[config.mk]
export PLATFORM = sky130hd
export DESIGN_NAME = matched_filter_trigger
export DESIGN_NICKNAME = d
export VERILOG_FILES = /design/src/rtl/matched_filter_pkg.sv /design/src/rtl/matched_filter_trigger_sat_abs.sv /design/src/rtl/matched_filter_trigger.sv
export SDC_FILE = /design/constraint.sdc
export NUM_CORES = 1
export LEC_CHECK = 0
export CORE_ASPECT_RATIO = 0.9
export CORE_UTILIZATION = 56
export CTS_BUF_LIST = sky130_fd_sc_hd__clkbuf_4 sky130_fd_sc_hd__clkbuf_8 sky130_fd_sc_hd__clkbuf_16
export CTS_CLUSTER_DIAMETER = 150
export CTS_CLUSTER_SIZE = 8
export DETAILED_ROUTE_END_ITERATION = 10
export GPL_ROUTABILITY_DRIVEN = 1
export GPL_TIMING_DRIVEN = 0
export HOLD_SLACK_MARGIN = 0.06
export PLACE_DENSITY = 0.9
export SYNTH_ARGS = -nofsm -noshare
export SYNTH_HDL_FRONTEND = slang
export SYNTH_HIERARCHICAL = 1
export SYNTH_SLANG_ARGS = --single-unit
[constraint.sdc]
create_clock -name aclk -period 12.95 [get_ports aclk]
set_input_delay 2.59 -clock aclk [delete_from_list [all_inputs] [get_ports aclk]]
set_output_delay 2.59 -clock aclk [all_outputs]
set_load 0.02 [all_outputs]
[src/rtl/matched_filter_pkg.sv]
// Shared types and default widths for the matched-filter trigger block.
package matched_filter_pkg;

  localparam int DEF_NBITS  = 18;
  localparam int DEF_NSAMPS = 8;
  localparam int DEF_TBITS  = 32;

  // Trigger search states; the encoding is exported on state_o for debug.
  typedef enum logic [1:0] {
    ST_IDLE    = 2'd0,
    ST_ARMED   = 2'd1,
    ST_PENDING = 2'd2,
    ST_HOLDOFF = 2'd3
  } state_t;

  // Width of a sample index; at least one bit so a single-sample build still elaborates.
  function automatic int sel_bits(input int n);
    return (n > 1) ? $clog2(n) : 1;
  endfunction

endpackage

[src/rtl/matched_filter_trigger_sat_abs.sv]
// Registered saturating absolute value: NBITS two's complement in, NBITS-1 magnitude out.
module sat_abs #(
  parameter int NBITS = 18
) (
  input  logic             aclk,
  input  logic             rst,
  input  logic [NBITS-1:0] data_i,
  output logic [NBITS-2:0] mag_o
);

  localparam logic [NBITS-1:0] MOST_NEG = {1'b1, {(NBITS-1){1'b0}}};

  logic [NBITS-2:0] w_neg;
  logic [NBITS-2:0] w_mag;
  logic [NBITS-2:0] r_mag;

  // |x| < 2^(NBITS-1) for every input except the most negative one, so the
  // low NBITS-1 bits of the negation are exact.
  assign w_neg = ~data_i[NBITS-2:0] + {{(NBITS-2){1'b0}}, 1'b1};

  // Pick magnitude: saturate the one unrepresentable input, negate negatives.
  always_comb begin
    w_mag = data_i[NBITS-2:0];
    if (data_i == MOST_NEG) begin
      w_mag = '1;
    end else if (data_i[NBITS-1]) begin
      w_mag = w_neg;
    end
  end

  // Output register.
  always_ff @(posedge aclk or posedge rst) begin
    if (rst) begin
      r_mag <= '0;
    end else begin
      r_mag <= w_mag;
    end
  end

  assign mag_o = r_mag;

endmodule

[src/rtl/matched_filter_trigger.sv]
// Matched-filter trigger: magnitude, threshold compare, first-hit select and a
// holdoff-guarded trigger record handed out over a valid/ready port.
//
// Record handshake: trig_valid_o rises with a complete record and holds it
// stable until a cycle where trig_valid_o and trig_ready_i are both high; that
// cycle transfers the record. trig_valid_o is a pure register output and never
// depends on trig_ready_i; ready without valid is ignored.
module matched_filter_trigger
  import matched_filter_pkg::*;
#(
  parameter  int NBITS  = DEF_NBITS,
  parameter  int NSAMPS = DEF_NSAMPS,
  parameter  int TBITS  = DEF_TBITS,
  localparam int SBITS  = sel_bits(NSAMPS)
) (
  input  logic                    aclk,
  input  logic                    rst,
  input  logic [NBITS*NSAMPS-1:0] data_i,
  input  logic [NBITS-2:0]        threshold_i,
  input  logic [7:0]              holdoff_i,
  input  logic                    enable_i,
  output logic                    trig_valid_o,
  input  logic                    trig_ready_i,
  output logic [TBITS-1:0]        trig_time_o,
  output logic [SBITS-1:0]        trig_sample_o,
  output logic [NBITS-2:0]        trig_mag_o,
  output logic [15:0]             missed_o,
  output logic [1:0]              state_o
);

  logic [TBITS-1:0]               r_cnt;
  logic [TBITS-1:0]               r_ts1;
  logic [TBITS-1:0]               r_ts2;
  logic [NSAMPS-1:0][NBITS-2:0]   w_mag1;
  logic [NSAMPS-1:0][NBITS-2:0]   r_mag2;
  logic [NSAMPS-1:0]              r_hit2;

  logic                           w_any;
  logic [SBITS-1:0]               w_sel;
  logic [NBITS-2:0]               w_sel_mag;

  state_t                         r_state;
  state_t                         w_next;
  logic                           w_load;
  logic [7:0]                     r_hold;
  logic [TBITS-1:0]               r_time;
  logic [SBITS-1:0]               r_sample;
  logic [NBITS-2:0]               r_mag;
  logic [15:0]                    r_missed;

  // Free-running timestamp, wraps naturally at all-ones.
  always_ff @(posedge aclk or posedge rst) begin
    if (rst) begin
      r_cnt <= '0;
    end else begin
      r_cnt <= r_cnt + {{(TBITS-1){1'b0}}, 1'b1};
    end
  end

  // Stage 1: one registered magnitude per sample.
  for (genvar g = 0; g < NSAMPS; g++) begin : g_abs
    sat_abs #(.NBITS(NBITS)) u_abs (
      .aclk   (aclk),
      .rst    (rst),
      .data_i (data_i[NBITS*g +: NBITS]),
      .mag_o  (w_mag1[g])
    );
  end

  // Timestamp delay line matching the two data stages.
  always_ff @(posedge aclk or posedge rst) begin
    if (rst) begin
      r_ts1 <= '0;
      r_ts2 <= '0;
    end else begin
      r_ts1 <= r_cnt;
      r_ts2 <= r_ts1;
    end
  end

  // Stage 2: strict threshold compare, magnitudes carried alongside.
  always_ff @(posedge aclk or posedge rst) begin
    if (rst) begin
      r_hit2 <= '0;
      r_mag2 <= '0;
    end else begin
      for (int i = 0; i < NSAMPS; i++) begin
        r_hit2[i] <= (w_mag1[i] > threshold_i);
      end
      r_mag2 <= w_mag1;
    end
  end

  // Priority encoder: the earliest (lowest index) hit wins.
  always_comb begin
    w_any     = |r_hit2;
    w_sel     = '0;
    w_sel_mag = r_mag2[0];
    for (int i = NSAMPS - 1; i >= 0; i--) begin
      if (r_hit2[i]) begin
        w_sel     = SBITS'(i);
        w_sel_mag = r_mag2[i];
      end
    end
  end

  // FSM state register.
  always_ff @(posedge aclk or posedge rst) begin
    if (rst) begin
      r_state <= ST_IDLE;
    end else begin
      r_state <= w_next;
    end
  end

  // FSM next state; disable wins over a hit in ARMED, never aborts PENDING.
  always_comb begin
    w_next = r_state;
    w_load = 1'b0;
    case (r_state)
      ST_IDLE: begin
        if (enable_i) w_next = ST_ARMED;
      end
      ST_ARMED: begin
        if (!enable_i) begin
          w_next = ST_IDLE;
        end else if (w_any) begin
          w_next = ST_PENDING;
          w_load = 1'b1;
        end
      end
      ST_PENDING: begin
        if (trig_ready_i) begin
          if (holdoff_i != 8'd0) w_next = ST_HOLDOFF;
          else if (enable_i)     w_next = ST_ARMED;
          else                   w_next = ST_IDLE;
        end
      end
      ST_HOLDOFF: begin
        if (!enable_i)             w_next = ST_IDLE;
        else if (r_hold <= 8'd1)   w_next = ST_ARMED;
      end
      default: w_next = ST_IDLE;
    endcase
  end

  // Holdoff countdown, loaded with holdoff_i on the accepting handshake.
  always_ff @(posedge aclk or posedge rst) begin
    if (rst) begin
      r_hold <= 8'd0;
    end else if (r_state == ST_PENDING && trig_ready_i) begin
      r_hold <= holdoff_i;
    end else if (r_state == ST_HOLDOFF && r_hold != 8'd0) begin
      r_hold <= r_hold - 8'd1;
    end
  end

  // Trigger record, captured only when ARMED takes a hit.
  always_ff @(posedge aclk or posedge rst) begin
    if (rst) begin
      r_time   <= '0;
      r_sample <= '0;
      r_mag    <= '0;
    end else if (w_load) begin
      r_time   <= r_ts2;
      r_sample <= w_sel;
      r_mag    <= w_sel_mag;
    end
  end

  // Saturating count of hit blocks dropped while a record is busy.
  always_ff @(posedge aclk or posedge rst) begin
    if (rst) begin
      r_missed <= 16'd0;
    end else if ((r_state == ST_PENDING || r_state == ST_HOLDOFF) && w_any &&
                 r_missed != 16'hFFFF) begin
      r_missed <= r_missed + 16'd1;
    end
  end

  assign trig_valid_o  = (r_state == ST_PENDING);
  assign trig_time_o   = r_time;
  assign trig_sample_o = r_sample;
  assign trig_mag_o    = r_mag;
  assign missed_o      = r_missed;
  assign state_o       = r_state;

endmodule

Fig. 1: run 1, placement by cell class
Scale bar: 50 um.
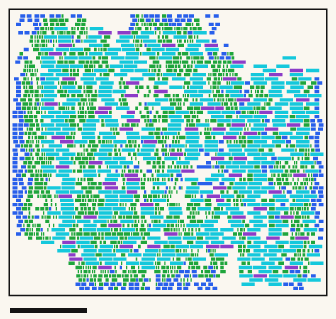
Blue stands for other buffers and delay cells, cells 300. Purple stands for clock drivers and dummy loads, cells 73. Green stands for all other logic, cells 1333. Cyan stands for flip-flops, cells 454.

Fig. 2: run 1, routing congestion
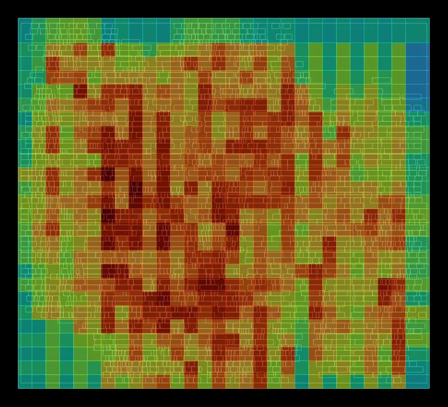
Final Core Density: 70.6%
grt peak-use layer: met2
met1 global-route usage: 38.2%

Fig. 3: run 1, logic cells by family
Scale bar: 50 um.
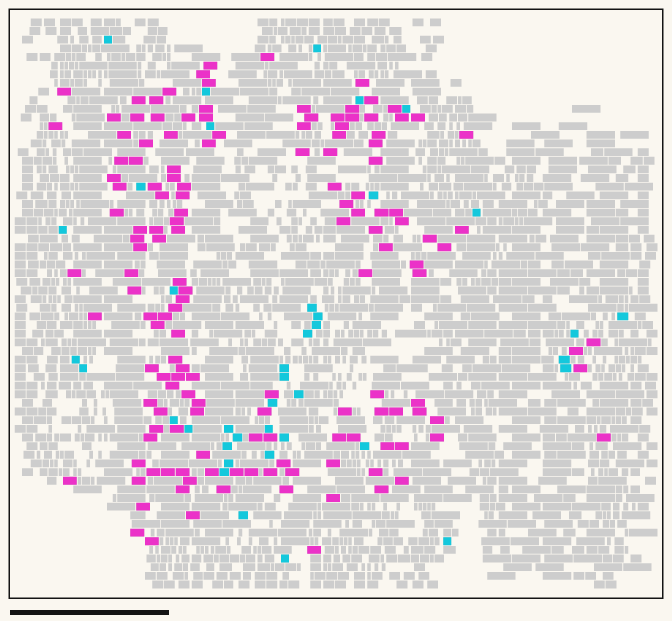
Magenta stands for adder and majority cells, cells 149. Cyan stands for AND-OR and OR-AND gates, cells 39.

==> qor.yml, run 1 <==
placed_design:
  gp_congestion: 0.953
  dp_cells: 2563
  port_buffers: 243
  place_ws_ns: 7.89
  place_hpwl_um: 40400
drt:
  routed-wl-met2_um: 27700
  dr_wl_met3_um: 4010
  drt-initial-drc-count: 1591
  top_layer: "met4"
  ant_nets: 0
setup_path:
  crit_chain: "clkbuf_1, nor2b_1, clkdlybuf4s50_1"
  cp.arrival_ns: 2.14
  max_stage_delay_ns: 0.64
  critical_path.startpoint: "state_o[1]$_DFFE_PP0P_"
  cp_slowest_cell: "clkdlybuf4s50_1"
power:
  pwr-share-comb_pct: 20.5
  seqPwrFrac_pct: 42.3
  powerDensity_nw_per_um2: 159
  comb_cell_power_w: 0.000833
  seq_power_w: 0.00172
  maxPowerGroup: "sequential cells"
  switching_share_pct: 29.6
global_routing:
  overflow: 0
  antenna_found_initial: 0
  grtUsageTotal_pct: 30.6
  grt_max_degree: 118
  grtUsageMet3_pct: 5.17
  grt_pass1_vias: 16400
finish:
  largestClassByArea: "flip-flops and latches"
  design_area_um2: 25700
  num-nonclk-inverters: 83
  lay_top_count: "dfrtp_1"
  clk_share_pct: 6.95
  n_clock_buffer: 69
  comb_cells: 1250
  lay_top_cells: "dfrtp_1 (454), nand2_1 (264), clkdlybuf4s50_1 (243)"
  combGateArea_um2: 8850
logic_synthesis:
  top_cells_by_count: "dfrtp_1 (454), nand2_1 (264), ha_1 (149), xor2_1 (95), a21oi_1 (84)"
  yosys.area.top_type_share_pct: 54.7
  top_area_cell: "dfrtp_1"
  synthAoiAreaFrac_pct: 11.8
  mux_share_pct: 2.82
  synth-xor-area-share_pct: 6.28
  ys_area_um2: 20800
clocking:
  clk_pin_slew_ns: 0.05
  cts_buffers: 66
  cts.htree.levels: 3
  clkLatencyLatePin_ns: 0.56
  post-cts-setup-buffer-count: 0
  cts_resized: 0
sta:
  hold_ws_ns: 0.341
  fin_crit_ns: 4.73
  fin_setup_tns_ns: 0
  setup_viol: 0
  worst_pin_slew_ns: 1.03
  fmax_ghz: 0.211
  maxSlewViolCount: 0
floorplan:
  initial_core_util_pct: 57.2
  die_y_um: 185
  rows: 66
  fp.dieW_um: 205
  tap_cells: 476
flow_run:
  drv_cap: 0
  tool_warnings: 34
hold_path:
  hold_path.startpoint: "r_ts1[18]$_DFF_PP0_"
  hp-class: "register to register"
outcome:
  run_status: "finished clean"
==> run 2: changes to the inputs <==
==> constraint.sdc (replaced) <==
create_clock -name aclk -period 4.6 [get_ports aclk]
set_input_delay 0.92 -clock aclk [delete_from_list [all_inputs] [get_ports aclk]]
set_output_delay 0.92 -clock aclk [all_outputs]
set_load 0.02 [all_outputs]
Fig. 4: run 2, placement by cell class
Scale bar: 50 um.
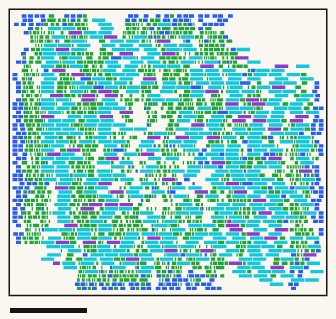
Green stands for all other logic, cells 1333. Cyan stands for flip-flops, cells 454. Purple stands for clock drivers and dummy loads, cells 73. Blue stands for other buffers and delay cells, cells 306.

Fig. 5: run 2, logic cells by family
Scale bar: 50 um.
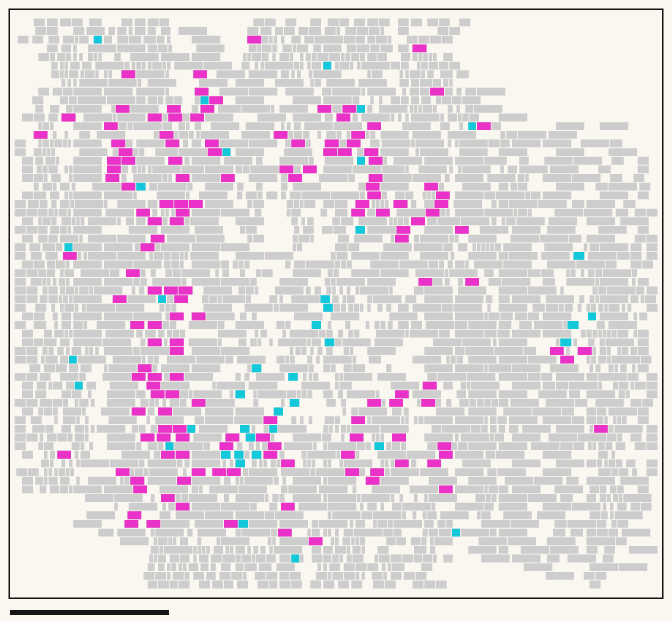
Cyan stands for AND-OR and OR-AND gates, cells 39. Magenta stands for adder and majority cells, cells 149.

Fig. 6: run 2, cells by drive strength
Scale bar: 50 um.
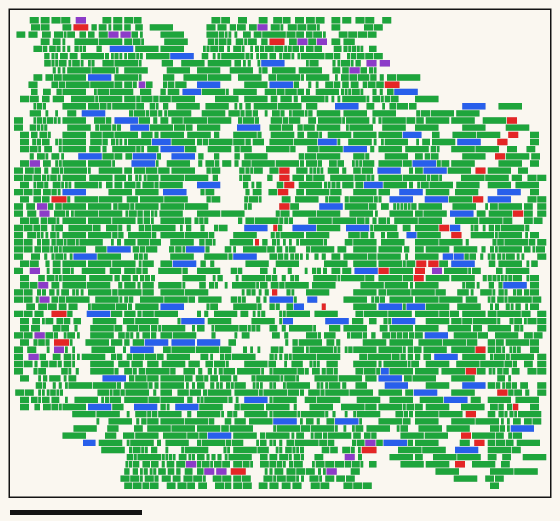
Blue stands for drive 6 and up, cells 88, share 4.1%, most used clkbuf_16. Red stands for drive 2, cells 39, share 1.8%, most used mux2_2. Green stands for drive 1 or less, cells 2013, share 93%, most used dfrtp_1. Purple stands for drive 3 to 4, cells 26, share 1.2%, most used or3_4.

==> qor.yml, run 2 <==
sta:
  setup_viol: 0  # unchanged
  worst_pin_slew_ns: 0.908  # -0.121 ns
  maxSlewViolCount: 0  # unchanged
  fin_crit_ns: 3.18
global_routing:
  grt_pass1_vias: 16500  # +0.51%
floorplan:
  tap_cells: 476  # unchanged
  initial_core_util_pct: 57.2  # unchanged
  rows: 66  # unchanged
  die_y_um: 185  # unchanged
finish:
  final_util_pct: 70.9  # +0.31 points
  comb_cells: 1250  # unchanged
  combGateArea_um2: 8850  # unchanged
  lay_top_count: "dfrtp_1"
  n_clock_buffer: 72  # +4.3%
logic_synthesis:
  top_area_cell: "dfrtp_1"
  synth-xor-area-share_pct: 6.28  # unchanged
  top_cells_by_count: "dfrtp_1 (454), nand2_1 (264), ha_1 (149), xor2_1 (95), a21oi_1 (84)"
  mux_share_pct: 2.82  # unchanged
  synthAoiAreaFrac_pct: 11.8  # unchanged
  ys_area_um2: 20800  # unchanged
setup_path:
  max_stage_delay_ns: 0.66  # +0.02 ns
  crit_chain: "clkbuf_1, nor2b_1, clkdlybuf4s50_1"
  critical_path.startpoint: "state_o[1]$_DFFE_PP0P_"
drt:
  ant_nets: 0  # unchanged
  top_layer: "met5"
  dr_wl_met3_um: 4490  # +12%
  drt-initial-drc-count: 1500  # -5.7%
hold_path:
  hp-class: "register to register"
power:
  seqPwrFrac_pct: 42.1  # -0.2 points
  switching_share_pct: 29.2  # -0.35 points
outcome:
  run_status: "finished clean"
flow_run:
  drv_cap: 0  # unchanged
  tool_warnings: 29  # -15%
clocking:
  cts_resized: 0  # unchanged
  cts_buffers: 66  # unchanged
  clkLatencyLatePin_ns: 0.56  # about the same
  post-cts-setup-buffer-count: 0  # unchanged
==> run 3: changes to the inputs <==
--- a/config.mk
+++ b/config.mk
@@ -6,7 +6,7 @@
 export NUM_CORES = 1
 export LEC_CHECK = 0
 export CORE_ASPECT_RATIO = 0.9
-export CORE_UTILIZATION = 56
+export CORE_UTILIZATION = 51
 export CTS_BUF_LIST = sky130_fd_sc_hd__clkbuf_4 sky130_fd_sc_hd__clkbuf_8 sky130_fd_sc_hd__clkbuf_16
 export CTS_CLUSTER_DIAMETER = 150
 export CTS_CLUSTER_SIZE = 8
@@ -14,7 +14,7 @@
 export GPL_ROUTABILITY_DRIVEN = 1
 export GPL_TIMING_DRIVEN = 0
 export HOLD_SLACK_MARGIN = 0.06
-export PLACE_DENSITY = 0.9
+export PLACE_DENSITY = 0.87
 export SYNTH_ARGS = -nofsm -noshare
 export SYNTH_HDL_FRONTEND = slang
 export SYNTH_HIERARCHICAL = 1
==> constraint.sdc (replaced) <==
create_clock -name aclk -period 2.59 [get_ports aclk]
set_input_delay 0.518 -clock aclk [delete_from_list [all_inputs] [get_ports aclk]]
set_output_delay 0.518 -clock aclk [all_outputs]
set_load 0.02 [all_outputs]
Fig. 7: run 3, logic cells by family
Scale bar: 50 um.
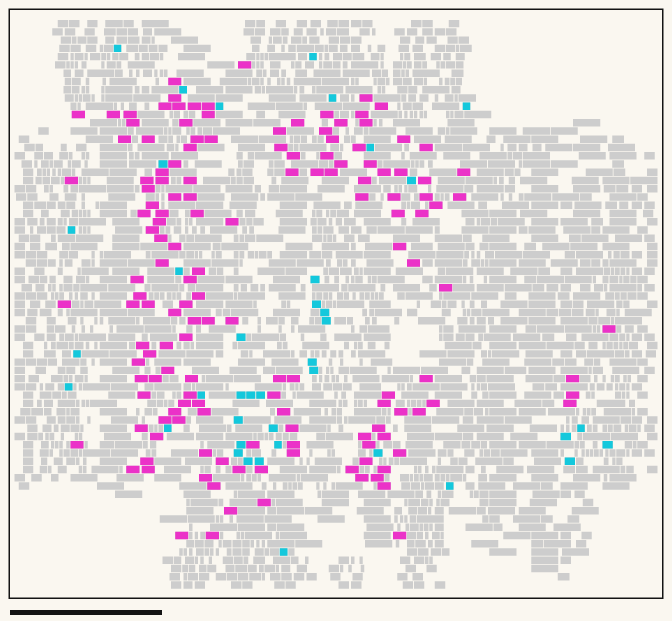
Magenta stands for adder and majority cells, cells 149. Cyan stands for AND-OR and OR-AND gates, cells 39.

Fig. 8: run 3, cells by drive strength
Scale bar: 50 um.
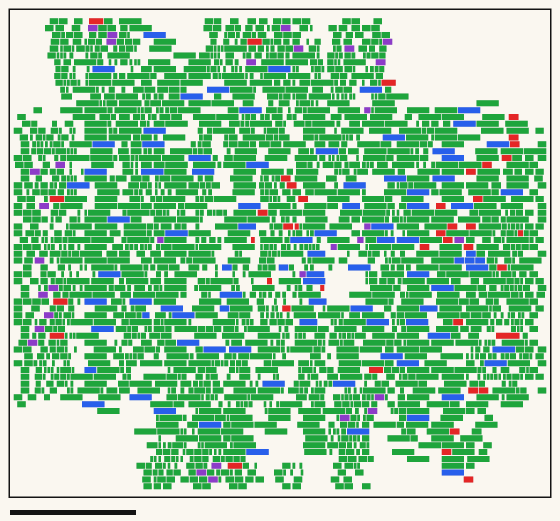
Purple stands for drive 3 to 4, cells 31, share 1.4%, most used or3_4. Green stands for drive 1 or less, cells 2009, share 93%, most used dfrtp_1. Red stands for drive 2, cells 41, share 1.9%, most used mux2_2. Blue stands for drive 6 and up, cells 88, share 4.1%, most used clkbuf_16.

Fig. 9: run 3, placement by cell class
Scale bar: 50 um.
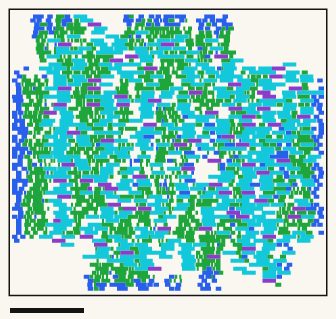
Green stands for all other logic, cells 1333. Cyan stands for flip-flops, cells 454. Purple stands for clock drivers and dummy loads, cells 73. Blue stands for other buffers and delay cells, cells 309.

==> qor.yml, run 3 <==
outcome:
  run_status: "finished clean"
logic_synthesis:
  ys_warn_count: 6
  mux_share_pct: 2.82  # unchanged
  syn_avg_cell_area_um2: 11.3
  ys_area_um2: 20800  # unchanged
  top_area_cell: "dfrtp_1"
  edf_count: 0
  synth.area.top_cells: "dfrtp_1 (55%), ha_1 (9.0%), nand2_1 (4.8%)"
  async_flop_share_pct: 100
  syn_area_um2: 20800
  synth_cells: 1842
  seq_area_frac_synth_pct: 54.7
  synthAoiAreaFrac_pct: 11.8  # unchanged
  ys_top_logic_family: "simple AND/OR/NAND/NOR gates"
  synth-xor-area-share_pct: 6.28  # unchanged
  top_cells_by_count: "dfrtp_1 (454), nand2_1 (264), ha_1 (149), xor2_1 (95), a21oi_1 (84)"
finish:
  fin_cells: 2705
  layout.nonclk_buf_share_pct: 11.1
  clk_share_pct: 6.95
  lay_top_count: "dfrtp_1"
  comb_cells: 1250  # unchanged
  diodes: 4
  largestClassByArea: "flip-flops and latches"
  combGateArea_um2: 8860  # about the same
  nNetsFinal: 2486
  lay_top_cells: "dfrtp_1 (453), nand2_1 (264), clkdlybuf4s50_1 (243)"
  n_clock_buffer: 72  # unchanged
  num-nonclk-inverters: 83
  final_util_pct: 65.1  # -5.9 points
global_routing:
  grt-busiest-layer: "met2"
  use_met1_pct: 36.7
  grt_pass1_vias: 16400  # -0.78%
  overflow: 0
clocking:
  holdBufCountCts: 0
  cts_resized: 0  # unchanged
  post-cts-setup-buffer-count: 0  # unchanged
  cts_buffers: 66  # unchanged
  clkLatencyLatePin_ns: 0.56  # about the same
  cts.htree.levels: 3
  clkSinkCount: 454
drt:
  drt-initial-drc-count: 1472  # -1.9%
  routed-wl-met2_um: 27500
  dr_wl_met3_um: 4240  # -5.6%
  top_layer: "met4"
  vias: 16000
  drt_pre_antenna_iters: 5
  ant_nets: 0  # unchanged
power:
  seqPwrFrac_pct: 42.2  # about the same
  clkPwrFrac_pct: 37.4
  total_power_w: 0.0205
  powerDensity_nw_per_um2: 790
  internal_power_w: 0.0145
  power_leakage_nw: 11.8
  switching_share_pct: 29.2  # -0.063 points
floorplan:
  die-area_um2: 41600
  rows: 69  # +4.5%
  io-pin-count: 244
  initial_core_util_pct: 52.2  # -5.0 points
  tap_cells: 532  # +12%
  fp.dieW_um: 215
  coreArea_um2: 39800
  die_y_um: 194  # +4.7%
hold_path:
  hp-class: "register to register"
sta:
  layout_worst_path_cycle_share_pct: 99.9
  fmax_ghz: 0.387
  worst_pin_slew_ns: 0.974  # +0.0651 ns
  finalHoldViolCount: 0
  fin_crit_ns: 2.59
  maxSlewViolCount: 0  # unchanged
  setup_viol: 0  # unchanged
  skew_ns: 0.0247
  relSlewSlack_pct: 34.5
placed_design:
  dpl_cell_area_um2: 24000
  dp_cells: 2625
  place_hpwl_um: 41700
setup_path:
  critical_path.startpoint: "threshold_i[7]"
  crit_chain: "clkdlybuf4s50_1, inv_1, ha_1, and3_1, a31oi_1, o21ai_0, a2111oi_0, nor2_1"
  crit_buf_inv: 2
  crit_path_end: "r_hit2[4]$_DFF_PP0_"
  rr_endpoint: "trig_time_o[17]$_DFFE_PP0P_"
  rrSetupSlack_ns: 0.11
  max_stage_delay_ns: 0.54  # -0.12 ns
  worstReg2RegStart: "r_hit2[4]$_DFF_PP0_"
  critPathCaptureType: "register"
  startpoint_type: "input port"
flow_run:
  tool_warnings: 30  # +3.4%
  drv_cap: 0  # unchanged
Power figures rest on the tool's default switching activity, not on a simulated workload.
